**Run 1: track usage over the die**

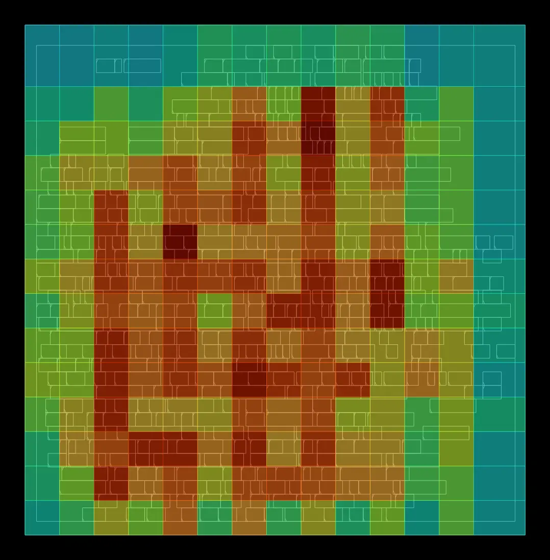
**Run 1: port wiring**

Bar = 20 um.
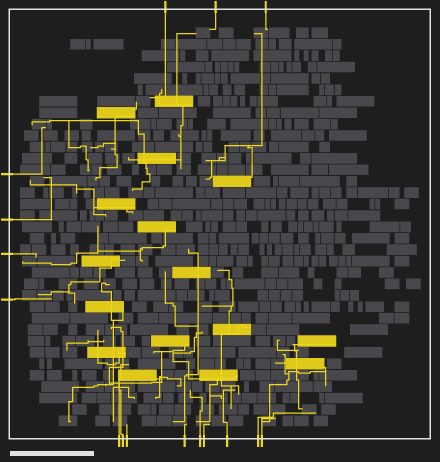
**Run 1: clock wires, drivers and flops**

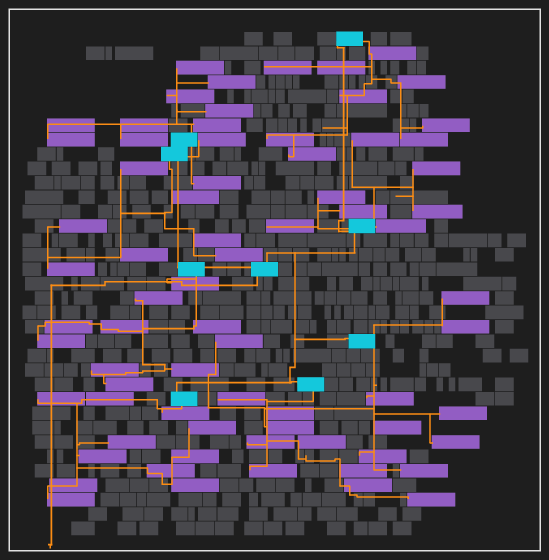
**src/rtl/control_calculadora.sv**
```systemverilog
// control_calculadora: keypad-to-ALU sequencer for the 4-digit BCD calculator; define BORRAR_DIGITO_EN to enable the D backspace key
module control_calculadora #(
  parameter int MAX_DIGITOS = 4,
  parameter int TIMEOUT_ALU = 1000
) (
  input  logic        clk,
  input  logic        reset,
  input  logic        tecla_en,
  input  logic [3:0]  tecla,
  input  logic        alu_listo,
  input  logic        alu_error,
  input  logic [15:0] alu_resultado,
  output logic        alu_start,
  output logic        alu_op,
  output logic [15:0] operando_a,
  output logic [15:0] operando_b,
  output logic [15:0] display,
  output logic [2:0]  contador,
  output logic [2:0]  estado,
  output logic        error
);
  typedef enum logic [2:0] {
    INGRESO_A  = 3'd0,
    INGRESO_B  = 3'd1,
    CALCULO    = 3'd2,
    ESPERA_ALU = 3'd3,
    RESULTADO  = 3'd4,
    ERROR      = 3'd5
  } estado_t;
  estado_t est, est_n;
  logic prev_en, op, op_n, ev, es_dig, es_op;
  logic [15:0] a, a_n, b, b_n, r, r_n, cur, cur_n, to, to_n;
  logic [2:0] cnt, cnt_n, cnt_d;
  assign ev = tecla_en & ~prev_en;
  assign es_dig = ev & (tecla <= 4'd9);
  assign es_op = ev & (tecla == 4'hA || tecla == 4'hB);
  assign alu_start = est == CALCULO;
  assign alu_op = op;
  assign operando_a = a;
  assign operando_b = b;
  assign contador = cnt;
  assign estado = est;
  assign error = est == ERROR;
  assign display = est == INGRESO_A ? a :
                   est == RESULTADO ? r :
                   est == ERROR     ? 16'hEEEE : b;
  always_ff @(posedge clk or posedge reset) begin
    if (reset) begin
      est <= INGRESO_A;
      prev_en <= 1'b0;
      op <= 1'b0;
      a <= '0;
      b <= '0;
      r <= '0;
      to <= '0;
      cnt <= '0;
    end else begin
      est <= est_n;
      prev_en <= tecla_en;
      op <= op_n;
      a <= a_n;
      b <= b_n;
      r <= r_n;
      to <= to_n;
      cnt <= cnt_n;
    end
  end
  // cur/cur_n is the operand being edited; only committed in the entry states
  always_comb begin
    est_n = est;
    a_n = a;
    b_n = b;
    r_n = r;
    op_n = op;
    cnt_n = cnt;
    to_n = '0;
    cur = est == INGRESO_B ? b : a;
    cur_n = cur;
    cnt_d = cnt;
    if (es_dig && !(cnt == 3'd0 && tecla == 4'd0) && cnt < 3'(MAX_DIGITOS)) begin
      cur_n = {cur[11:0], tecla};
      cnt_d = cnt + 3'd1;
    end
`ifdef BORRAR_DIGITO_EN
    else if (ev && tecla == 4'hD && cnt != 3'd0) begin
      cur_n = {4'h0, cur[15:4]};
      cnt_d = cnt - 3'd1;
    end
`endif
    case (est)
      INGRESO_A: begin
        a_n = cur_n;
        cnt_n = cnt_d;
        if (es_op) begin
          op_n = tecla[0];
          b_n = '0;
          cnt_n = '0;
          est_n = INGRESO_B;
        end
      end
      INGRESO_B: begin
        b_n = cur_n;
        cnt_n = cnt_d;
        op_n = es_op && cnt == 3'd0 ? tecla[0] : op;
        est_n = ev && tecla == 4'hE ? CALCULO : INGRESO_B;
      end
      CALCULO: est_n = ESPERA_ALU;
      ESPERA_ALU: begin
        if (alu_listo) begin
          est_n = alu_error ? ERROR : RESULTADO;
          r_n = alu_error ? r : alu_resultado;
        end else if (to == 16'(TIMEOUT_ALU - 1)) est_n = ERROR;
        else to_n = to + 16'd1;
      end
      RESULTADO: begin
        if (es_dig) begin
          a_n = {12'h0, tecla};
          cnt_n = {2'b0, tecla != 4'd0};
          b_n = '0;
          est_n = INGRESO_A;
        end else if (es_op) begin
          a_n = r;
          b_n = '0;
          cnt_n = '0;
          op_n = tecla[0];
          est_n = INGRESO_B;
        end
      end
      ERROR: est_n = ERROR;
      default: est_n = INGRESO_A;
    endcase
    if (ev && tecla == 4'hC) begin
      est_n = INGRESO_A;
      a_n = '0;
      b_n = '0;
      r_n = '0;
      cnt_n = '0;
      op_n = 1'b0;
      to_n = '0;
    end
  end
endmodule

```
**config.mk**
```make
export PLATFORM = sky130hd
export DESIGN_NAME = control_calculadora
export DESIGN_NICKNAME = d
export VERILOG_FILES = /design/src/rtl/control_calculadora.sv
export SDC_FILE = /design/constraint.sdc
export NUM_CORES = 1
export LEC_CHECK = 0
export CAP_MARGIN = 20
export CORE_AREA = 2 2 98 100
export DETAILED_ROUTE_END_ITERATION = 8
export DIE_AREA = 0 0 100 102
export PLACE_DENSITY = 0.78
export REMOVE_ABC_BUFFERS = 1
export SYNTH_ARGS = -nofsm -noshare
export SYNTH_HDL_FRONTEND = slang
export SYNTH_SLANG_ARGS = --single-unit
```
**constraint.sdc**
```tcl
create_clock -name clk -period 2.4 [get_ports clk]
set_input_delay 0.6 -clock clk [delete_from_list [all_inputs] [get_ports clk]]
set_output_delay 0.6 -clock clk [all_outputs]
set_load 0.05 [all_outputs]
```
==> results_dict.tcl, run 1 <==
# metrics dict for downstream scripts
set metrics [dict create \
    clock.fmax_mhz 407 \
    edf_count 0 \
    postSynthCellCount 424 \
    row_count 35 \
    common_cells "72 x dfrtp_1, 49 x mux2i_1, 39 x nor2_1" \
    area_delta_synth_final_pct 46.3 \
    via_per_inst 6.44 \
    via_count 4319 \
    grt_setup_unrepaired "true" \
    h-tree-depth 3 \
    chipWidth_um 100 \
    grt_remaining_overflow 0 \
    antenna_found_initial 0 \
    cp_max_fo 6 \
    fp_util_pct 45.8 \
    fin_ws_ns -0.0580 \
    powerDensity_nw_per_um2 1360 \
    ys_seq_share_pct 43.2 \
    top_area_share_pct 43.2 \
    final-hold-violation-count 0 \
    top_cell "dfrtp_1" \
    firstDrtPassIters 5 \
    grt_pass1_vias 4138 \
    violations "negative setup slack" \
    dp_hpwl_mm 9.04 \
    final_max_slew_viol_count 0 \
    cts_buffers 9 \
    maxCapViolations 0 \
    fillCellCount 673 \
    ys_warn_count 0 \
    dr.first_iter.drc_count 385 \
    clock_latency_ns 0.36 \
    final_nets 583 \
    yosysTopAreaCell "dfrtp_1" \
    start_kind "flop" \
    die_height_um 102 \
    yosysUniqueCellTypes 54 \
    warnings 27 \
    gp_congestion 0.942 \
    arrival_ns 1.86 \
    yosys_cells 424 \
    drc_errors 0 \
    cts.clk_slew.worst_paths_ns 0.09 \
    yosysChipArea_um2 4170 \
    path_class "flop to output pin" \
    grt_pass1_wl_mm 21.4 \
    clock-sinks 72 \
    finalCriticalPeriod_ns 2.46 \
    drive_above_1_share_pct 27.1 \
    fin_crit_sh_pct 102 \
    relSlewSlack_pct 65.2 \
    grt_usage_pct 27.0 \
    power.total_mw 8.31 \
    avgSynthCellArea_um2 9.84 \
    critPathCaptureType "output pin" \
    max-clock-path-buffers 2 \
    tightest_slew_ns 0.521 \
    finalSetupViolations 1 \
    grt_max_degree 73 \
    status "finished with violations" \
    pre_cts_ws_ns -0.165 \
    dieArea_um2 10200 \
    cts_tree "built" \
    wl_mm 14.5 \
    netlist_area_um2 4170 \
    flop_cell "dfrtp_1" \
    hp-class "flop to flop" \
    synthArstFlopShare_pct 100 \
    peakVddDrop_uv 1240 \
    synth_flops 72 \
    post_drt_wl_per_cell_um 21.6 \
    finalNonFillerCells 671 \
    drtAntennaViolNets 0 \
    dpl.cell_count 637 \
    area_leaders "dfrtp_1 43%, mux2i_1 12%, a221o_1 3.8%" \
    worstPathRequired_ns 1.80 \
    core_um2 9110 \
    fin_skew_ns 0.0173 \
]
Back to the opening pictures, 'track usage over the die':
met1 usage: 36.9%
met3 Track Usage GR: 4.99%

Back to the opening pictures, 'port wiring':
- `operando_b`: yellow (bits 16; direction output; end cells 16; buffers 16; wire 983 um)
io pins: 82
port buffer count: 81

Back to the opening pictures, 'clock wires, drivers and flops':
- flip-flops: purple (count 72)
- cells driving clock nets: cyan (count 9)
- clock wires: orange (length 987 um)
- routed clock nets: 10
- flops lie: spread over the die

==> run 1: kinds of logic after synthesis <==
logic type | after synthesis | synth area share [%]
and+or+nand+nor | 122 | 15.8
xor gates and xnor gates | 10 | 2.10
AOI/OAI and AO/OA | 121 | 21.5
DFF | 72 | 43.2
adders and majority gates | 3 | 0.900
buffers and inverters | 47 | 4.74
muxes | 49 | 11.8
==> run 1: metal layers <==
metal	vias to the layer above	track usage [%]	share of wire [%]
met5	-	0	0
met4	0	10.0	2.9
met3	46	4.99	10
li1	1855	-	-
met1	2131	36.9	40
met2	287	43.1	47
==> run 1: final cells by class <==
type | count | area (um^2) | share of cell area (%)
inverters | 15 | 63.8 | 1.05
clock buffers | 13 | 159 | 2.60
multi-input cells | 306 | 2350 | 38.6
repair buffers | 150 | 1540 | 25.2
repair inverters | 1 | 7.51 | 0.123
well taps | 111 | 139 | 2.27
clock inverters | 3 | 40.0 | 0.656
flip-flops and latches | 72 | 1800 | 29.5
==> run 1: critical path, stage by stage, from the launching register on <==
cell and delay [ns]:
dfrtp_2 0.46, buf_6 0.15, or3b_4 0.46, o22ai_1 0.17, a21oi_1 0.06, buf_4 0.20
==> run 1: path summary, 6_finish.rpt <==
kind                       depth (start not counted)        endpoint  slack, ns  startpoint
setup / recovery                                   5      display[9]      -0.06   estado[0]
hold / removal                                     1          alu_op       0.54      alu_op
setup reg to reg                                   8  operando_a[14]       0.13   estado[0]
hold reg to reg                                    1          alu_op       0.54      alu_op
max in group asynchronous                          3       estado[1]       1.44       reset
min in group asynchronous                          3   operando_a[8]       0.64       reset
==> run 1: flip-flops by register name, indices dropped and copies added, names as in the netlist <==
register and count:
estado 3, prev_en 1, operando_a 16, to 16, contador 3, alu_op 1
r 16, operando_b 16
==> run 1: repair_timing <==
| action | CTS | global route |
|---|---|---|
| buffers inserted | 8 | 8 |
| pin swaps | 2 | 14 |
| cloned | 1 | 1 |
| endpoints found under the setup margin | 16 | 16 |
| gates resized | 10 | 45 |
| hold endpoints to repair | 0 | 0 |
==> run 1: placed cells by master, fill, tap and decap left out, types with 6 or more instances in the layout <==
cell	synthesis	routed
clkdlybuf4s50_1	0	60
dfrtp_1	72	70
xnor2_1	6	6
nor2_1	39	38
a221o_1	16	16
buf_12	0	17
a21oi_2	0	6
mux2i_1	49	49
clkbuf_8	0	11
nand3_1	11	11
and2_1	17	17
buf_4	2	62
a22oi_1	9	8
nand2_1	13	13
o22ai_1	24	9
nand4_1	6	6
o22ai_2	0	15
buf_6	1	9
a22o_1	16	16
a21oi_1	24	18
o21ai_0	11	7
inv_1	15	12
==> run 1: power by group <==
group / total, mW / switching (mW) / internal (mW)
logic: 5.33 / 3.21 / 2.11
registers: 1.98 / 0.448 / 1.53
clock network: 1.00 / 0.468 / 0.535
==> run 1: stage by stage <==
step	cell area (um^2)	utilization (%)	TNS, ns	hold slack [ns]
floorplan	4030	-	-61.31	0.447
global placement	5540	60.8	-1.90	0.460
detailed placement	5540	60.8	-3.00	0.470
CTS	5840	64.1	0	0.480
global route	6110	67.0	-0.402	0.570
finish	6110	67.0	-0.0580	0.541
**Run 1: met1 routing**

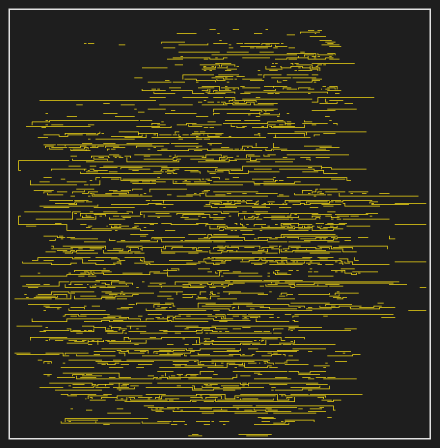

## Run 2: what changed since run 1
--- a/config.mk
+++ b/config.mk
@@ -6,10 +6,11 @@
 export NUM_CORES = 1
 export LEC_CHECK = 0
 export CAP_MARGIN = 20
-export CORE_AREA = 2 2 98 100
+export CORE_AREA = 2 2 90 92
 export DETAILED_ROUTE_END_ITERATION = 8
-export DIE_AREA = 0 0 100 102
-export PLACE_DENSITY = 0.78
+export DIE_AREA = 0 0 92 94
+export HOLD_SLACK_MARGIN = 0.03
+export PLACE_DENSITY = 0.87
 export REMOVE_ABC_BUFFERS = 1
 export SYNTH_ARGS = -nofsm -noshare
 export SYNTH_HDL_FRONTEND = slang
==> constraint.sdc (replaced) <==
create_clock -name clk -period 2.9 [get_ports clk]
set_input_delay 0.725 -clock clk [delete_from_list [all_inputs] [get_ports clk]]
set_output_delay 0.725 -clock clk [all_outputs]
set_load 0.05 [all_outputs]
**Run 2: met1 routing**

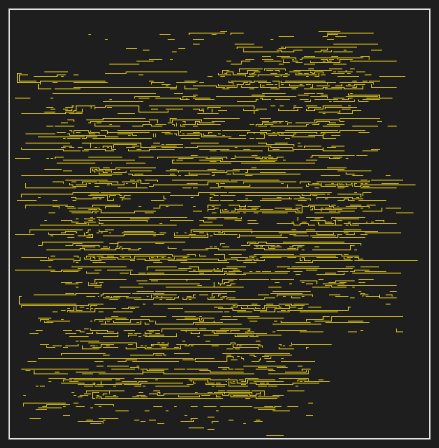
- longest straight run: 34.0 um
- wire length on this layer: 5050 um
- main direction: horizontal

**Run 2: sequential cells coloured by netlist name**

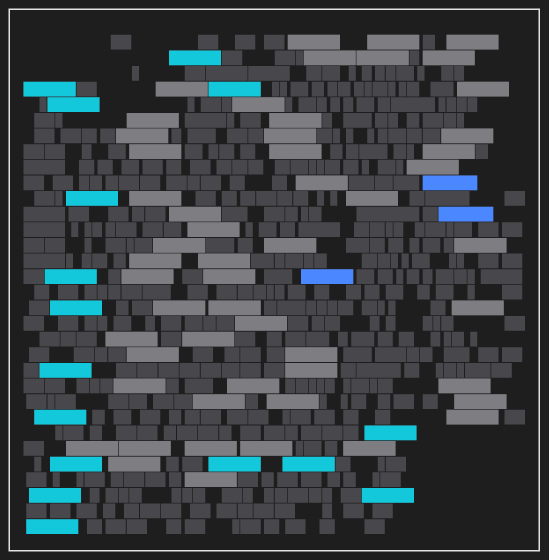
- `r`: cyan (flops 16)
- `estado`: blue (flops 3)
- not coloured: 53

==> run 2 against run 1 <==
Compared with the run above:
- the flow now finishes without violations
- die area decreased by 15%
- worst hold slack got worse by 0.054 ns
- cell count decreased by 6.9%
- wire length decreased by 13%
- clock-buffer cell count decreased by 4
- global-route usage increased by 3.6 points
- critical endpoint is now display[3]
- largest cell class unchanged
==> results_dict.tcl, run 2 <==
# metrics dict for downstream scripts
set metrics [dict create \
    pin_count 82 \
    finalSetupViolations 0 \
    final_max_slew_viol_count 0 \
    cts_buffers 9 \
    power.total_mw 6.19 \
    yosysUniqueCellTypes 54 \
    lay_top_cells "70 x dfrtp_1, 63 x clkdlybuf4s50_1, 49 x mux2i_1, 44 x buf_4, 39 x nor2_1" \
    relSlewSlack_pct 55.1 \
    clock-sinks 72 \
    drive_above_1_share_pct 16.3 \
    fin_ws_ns 0.140 \
    dp_hpwl_mm 8.87 \
    peakVddDrop_uv 1020 \
    drc_errors 0 \
    grt_pass1_wl_mm 20.8 \
    ys_seq_share_pct 43.2 \
    dpl.cell_count 609 \
    seqPwrFrac_pct 26.3 \
    netlist_area_um2 4170 \
    top_cell "dfrtp_1" \
    cp.buffers_inverters 2 \
    tightest_slew_ns 0.674 \
    ys_warn_count 0 \
    grt_use_met3_pct 5.78 \
    top_area_share_pct 43.2 \
    clkPwrFrac_pct 12.6 \
    finalCriticalPeriod_ns 2.76 \
    cts_resized 0 \
    grtUsageMet1_pct 39.6 \
    dr.first_iter.drc_count 380 \
    status "finished clean" \
    final_util_pct 72.4 \
    pre_cts_ws_ns 0.0385 \
    final-hold-violation-count 0 \
    powerDensity_nw_per_um2 1120 \
    yosys_cells 424 \
    critPathCaptureType "output pin" \
    final.setup.tns_ns 0 \
    finalNonFillerCells 625 \
    intPower_mw 3.04 \
    grt_use_met2_pct 50.1 \
    drtAntennaViolNets 0 \
    fin_skew_ns 0.00928 \
    row_count 32 \
    flop_cell "dfrtp_1" \
    common_cells "72 x dfrtp_1, 49 x mux2i_1, 39 x nor2_1" \
    synthArstFlopShare_pct 100 \
    postCtsSetupRepairBufs 0 \
    via_per_inst 6.58 \
    area_leaders "dfrtp_1 43%, mux2i_1 12%, a221o_1 3.8%" \
    core_um2 7610 \
    cts.clk_slew.worst_paths_ns 0.08 \
    h-tree-depth 3 \
    power.switching_mw 3.15 \
    arrival_ns 2.04 \
    wl_mm 12.6 \
    busiest_layer "met2" \
    postSynthCellCount 424 \
    path_cells "inv_1 > o22ai_1 > a21oi_1 > buf_4" \
    io_buffers 81 \
    crit_family "buffers and inverters" \
    grt_remaining_overflow 0 \
    area_delta_synth_final_pct 31.9 \
    max-clock-path-buffers 2 \
    firstDrtPassIters 5 \
    grt_max_degree 31 \
    worstPathRequired_ns 2.17 \
    warnings 26 \
    cp_max_fo 14 \
    grt_pass1_vias 4080 \
    yosysChipArea_um2 4170 \
    gp_congestion 0.858 \
    synth_flops 72 \
    share_comb_of_total_power_pct 61.1 \
    avgSynthCellArea_um2 9.84 \
    grt_setup_unrepaired "false" \
    yosysTopAreaCell "dfrtp_1" \
    final_nets 547 \
    maxCapViolations 0 \
    via_count 4115 \
    holdWs_ns 0.487 \
    dieArea_um2 8650 \
    slowest_stage "inv_1" \
    p_sw_share_pct 50.9 \
    antenna_found_initial 0 \
]
**Run 2: port wiring**

Bar = 20 um.
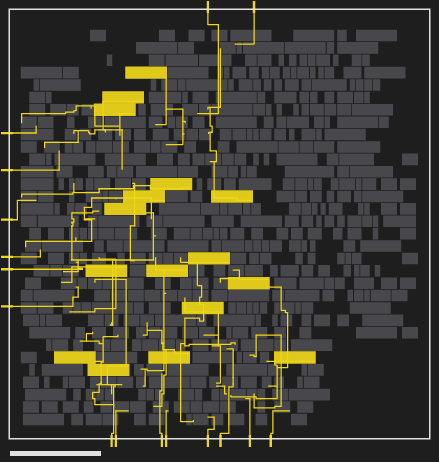
- `operando_b`: yellow (bits 16; direction output; end cells 16; buffers 16; wire 971 um)

[run 2: cell counts after synthesis]
No cell type changed its count.
[run 2: kinds of logic after synthesis]
logic type                 synth area share, %
xor gates and xnor gates                  2.10
AOI/OAI and AO/OA                         21.5
muxes                                     11.8
buffers and inverters                     4.74
DFF                                       43.2
adders and majority gates                0.900
and+or+nand+nor                           15.8
[run 2: path summary, 6_finish.rpt]
check                      startpoint       endpoint  slack [ns]  cells after the start
setup / recovery            estado[0]     display[3]        0.14                      4
hold / removal                  to[0]          to[0]        0.49                      1
setup reg to reg                to[3]      estado[1]        0.61                      5
hold reg to reg                 to[0]          to[0]        0.49                      1
max in group asynchronous       reset      estado[0]        1.49                      3
min in group asynchronous       reset  operando_b[4]        0.72                      2
[run 2: metal layers]
| layer | vias to the layer above | routed length, um |
|---|---|---|
| li1 | 1785 | - |
| met1 | 2037 | 5050 |
| met2 | 250 | 6100 |
| met3 | 43 | 1080 |
| met4 | 0 | 378 |
| met5 | - | 0 |
[run 2: cell type report]
type / count / area, um^2
multi-input combinational: 305 / 2190
fill: 553 / 2100
sequential: 72 / 1800
timing repair buffer: 116 / 1140
tap: 102 / 128
clock buffer: 9 / 124
clock inverter: 6 / 61.3
inverter: 15 / 56.3
[run 2: power by group through the flow]
stage	Sequential (mW)	Combinational (mW)	Clock [mW]
global route	1.65	3.96	0.821
CTS	1.61	3.75	0.780
detailed placement	1.62	3.74	0
global placement	1.61	3.66	0
finish	1.63	3.78	0.779
floorplan	2.21	1.75	0
[run 2: worst reg2reg max path, cell delays in order, from the launching register on]
cell and delay, ns:
dfrtp_1 0.43, or4b_1 0.53, or4_4 0.50, o31ai_4 0.41
buf_4 0.23, o31ai_2 0.06
**Run 2: clock wires, drivers and flops**

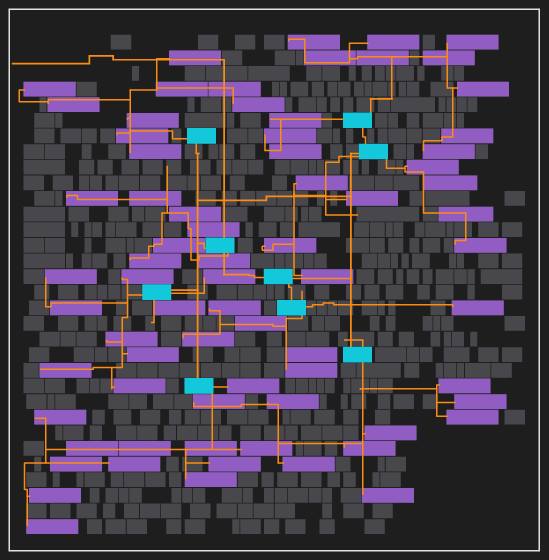

## Run 3: what changed since run 2
--- a/config.mk
+++ b/config.mk
@@ -6,9 +6,9 @@
 export NUM_CORES = 1
 export LEC_CHECK = 0
 export CAP_MARGIN = 20
-export CORE_AREA = 2 2 90 92
+export CORE_AREA = 2 2 86 96
 export DETAILED_ROUTE_END_ITERATION = 8
-export DIE_AREA = 0 0 92 94
+export DIE_AREA = 0 0 88 98
 export HOLD_SLACK_MARGIN = 0.03
 export PLACE_DENSITY = 0.87
 export REMOVE_ABC_BUFFERS = 1
**Run 3: clock wires, drivers and flops**

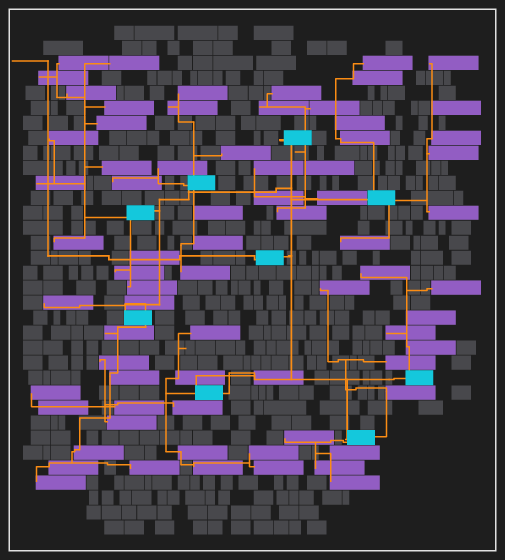
- cells driving clock nets: cyan (count 9)
- flip-flops: purple (count 72)
- clock wires: orange (length 908 um)
- flops lie: spread over the die
- routed clock nets: 10
clk_skew: 0.0168 ns
clock-net power: 0.736 mW

**Run 3: port wiring**

Bar = 20 um.
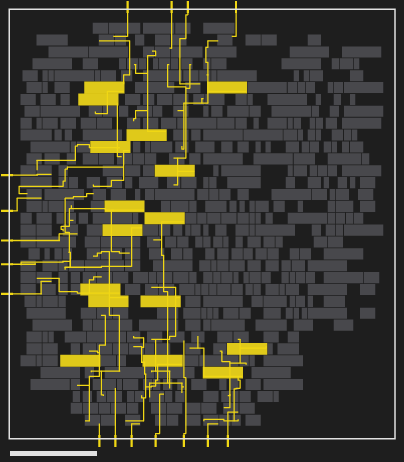
- `operando_b`: yellow (bits 16; direction output; end cells 16; buffers 16; wire 847 um)

==> run 3 against run 2 <==
Compared with the run above:
- wire length down 6.3%
- core utilization down 1.7 points
- first-iteration DRC count down 0.53%
- setup slack worse by 0.029 ns
- non-clock buffer count down 9
- sequential power about the same
- flip-flop count unchanged
- maximum frequency down 1.0%
==> results_dict.tcl, run 3 <==
# metrics dict for downstream scripts
set metrics [dict create \
    p_leak_nw 2.38 \
    h-tree-depth 3 \
    clock.fmax_mhz 359 \
    critPathCaptureType "output pin" \
    crit_path_end "display[11]" \
    edf_count 0 \
    start_kind "flop" \
    max-clock-path-buffers 2 \
    core_um2 7700 \
    tightest_slew_ns 0.707 \
    top_area_share_pct 43.2 \
    finalCriticalPeriod_ns 2.79 \
    cts_buffers 9 \
    yosys_cells 424 \
    antenna_found_initial 0 \
    dp_hpwl_mm 8.23 \
    grt_pass1_wl_mm 19.3 \
    cp_max_fo 14 \
    cts.clk_slew.worst_paths_ns 0.07 \
    area_delta_synth_final_pct 30.5 \
    cp_common_cell "buf_4" \
    simple_gate_share_pct 15.8 \
    ys_warn_count 0 \
    slowest_stage "dfrtp_1" \
    synthXorXnorAreaFrac_pct 2.10 \
    final_max_slew_viol_count 0 \
    mux_share_pct 11.8 \
    postCtsHoldBufs 0 \
    grt_remaining_overflow 0 \
    fillCellCount 578 \
    dieArea_um2 8620 \
    common_cells "72 x dfrtp_1, 49 x mux2i_1, 39 x nor2_1" \
    crit_cells 5 \
    ys_sh_adder_pct 0.900 \
    lay_top_cells "72 x dfrtp_1, 63 x clkdlybuf4s50_1, 49 x mux2i_1, 38 x nor2_1, 35 x buf_4" \
    flop_cell "dfrtp_1" \
    num_antenna_cells 0 \
    firstDrtPassIters 5 \
    fin_crit_sh_pct 96.2 \
    r2r_start "to[3]" \
    worstPathRequired_ns 2.17 \
    finalSetupViolations 0 \
    root_buffer "clkbuf_8" \
    top_cell "dfrtp_1" \
    netlist_area_um2 4170 \
    postSynthCellCount 424 \
    ys_seq_share_pct 43.2 \
    startpoint "estado[1]" \
    holdWs_ns 0.488 \
    grt_usage_pct 28.4 \
    gp_congestion 1.00 \
    relSlewSlack_pct 52.9 \
    fp_util_pct 54.2 \
    avgSynthCellArea_um2 9.84 \
    row_count 34 \
    via_per_inst 6.36 \
    hp-class "flop to flop" \
    final-hold-violation-count 0 \
    postCtsSetupRepairBufs 0 \
    cp.buffers_inverters 3 \
    finalNonFillerCells 623 \
    via_count 3963 \
    io_buffers 81 \
    peakVddDrop_uv 1020 \
    drc_errors 0 \
    wl_mm 11.8 \
    grt_max_degree 73 \
    synth_flops 72 \
    clock_latency_ns 0.36 \
    yosysUniqueCellTypes 54 \
    path_class "flop to output pin" \
    fin_area_um2 5440 \
    clock-sinks 72 \
    path_cells "buf_4 > inv_1 > o22ai_1 > a21oi_1 > buf_4" \
    chipWidth_um 88 \
    grt_pass1_vias 4005 \
    grt_setup_unrepaired "true" \
    rr_worst_depth 4 \
    dpl.cell_count 606 \
    drtAntennaViolNets 0 \
    synthArstFlopShare_pct 100 \
    dr.first_iter.drc_count 378 \
    powerDensity_nw_per_um2 1120 \
    timing.rr.end "estado[2]" \
    area_leaders "dfrtp_1 43%, mux2i_1 12%, a221o_1 3.8%" \
    cts_tree "built" \
    maxCapViolations 0 \
    critPathMaxStageDelay_ns 0.50 \
    min_from "to[0]" \
    placed_cell_area_um2 5250 \
    die_height_um 98 \
    yosysChipArea_um2 4170 \
    status "finished clean" \
    post_drt_wl_per_cell_um 19.0 \
    pin_count 82 \
    rrSetupSlack_ns 0.51 \
    warnings 27 \
    aoi_share_pct 21.5 \
    yosysTopAreaCell "dfrtp_1" \
    arrival_ns 2.06 \
    layout.cells.most_common "dfrtp_1" \
    final_nets 538 \
    logic_family "AND-OR/OR-AND gates" \
    crit_family "buffers and inverters" \
    drive_above_1_share_pct 15.0 \
]
**Run 3: sequential cells coloured by netlist name**

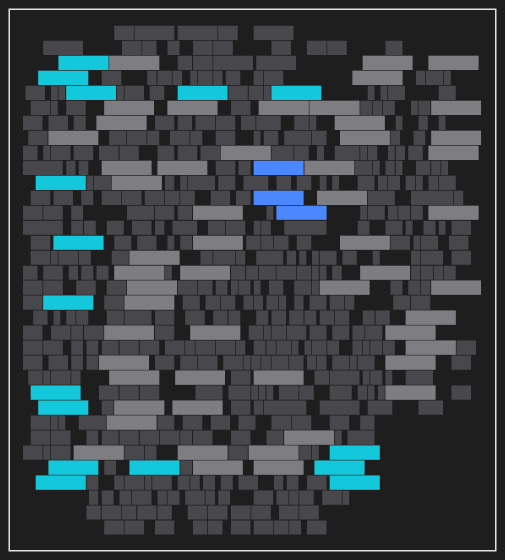
- `estado`: blue (flops 3)
- `r`: cyan (flops 16)
- not coloured: 53
Seq power: 1.61 mW
Flop area: 1800 um^2
Seq area share: 33.1%

[run 3: cell types whose count changed in the layout (fill, tap and decap cells not counted), sizes merged]
cell	before	now
buf	53	44
bufinv	1	0
clkbuf	9	10
clkinv	4	3
clkinvlp	1	2
inv	15	16
[run 3: through the flow]
step | utilization [%] | setup TNS [ns] | power [mW] | setup slack (ns)
global route | 70.7 | -0.00338 | 6.34 | -0.00338
global placement | 68.1 | 0 | 5.23 | 0.00759
finish | 70.7 | 0 | 6.08 | 0.111
CTS | 70.5 | 0 | 6.06 | 0.0351
detailed placement | 68.1 | -0.852 | 5.31 | -0.0806
floorplan | - | -28.35 | 3.96 | -0.769
[run 3: worst min path at each step]
stage	endpoint	slack, ns	cells after the start
floorplan	to[0]	0.45	1
global route	to[0]	0.51	1
finish	to[0]	0.49	1
CTS	to[0]	0.49	1
global placement	to[0]	0.46	1
detailed placement	to[0]	0.48	1
[run 3: routing by layer]
metal	routed length [um]	track usage (%)	vias to the layer above
li1	-	-	1765
met1	4710	36.2	1944
met2	5980	46.5	212
met3	778	5.75	42
met4	347	12.1	0
met5	0	0	-
[run 3: repair_timing]
item                       CTS  global route
gates resized                1             2
setup endpoints to repair    1             5
hold endpoints to repair     0             0
[run 3: logic make-up (layout without fill, tap and decap cells)]
logic type / count (synthesis) / after routing
compound gates: 121 / 121
xor+xnor: 10 / 10
fa+ha+maj: 3 / 3
buf+inv: 47 / 138
flops: 72 / 72
mux: 49 / 49
simple gates: 122 / 122
[run 3: cell type report]
type | instances | area (um^2) | share of cell area (%)
multi-input cells | 305 | 2200 | 40.4
flip-flops and latches | 72 | 1800 | 33.1
repair buffers | 107 | 1070 | 19.7
clock buffers | 10 | 138 | 2.53
well taps | 108 | 135 | 2.48
inverters | 15 | 56.3 | 1.03
clock inverters | 6 | 42.5 | 0.781
[run 3: power breakdown]
| group | internal (mW) | switching (mW) | total, mW |
|---|---|---|---|
| clock network | 0.335 | 0.401 | 0.736 |
| registers | 1.27 | 0.342 | 1.61 |
| logic | 1.36 | 2.37 | 3.74 |
| total | 2.96 | 3.12 | 6.08 |
[run 3: worst reg2reg max path: stages (launching register included)]
cell,delay (ns)
dfrtp_1,0.43
or4b_1,0.53
or4_4,0.50
o31ai_4,0.60
and3_1,0.27
No activity file was given, so power comes from the tool's default toggle rates.
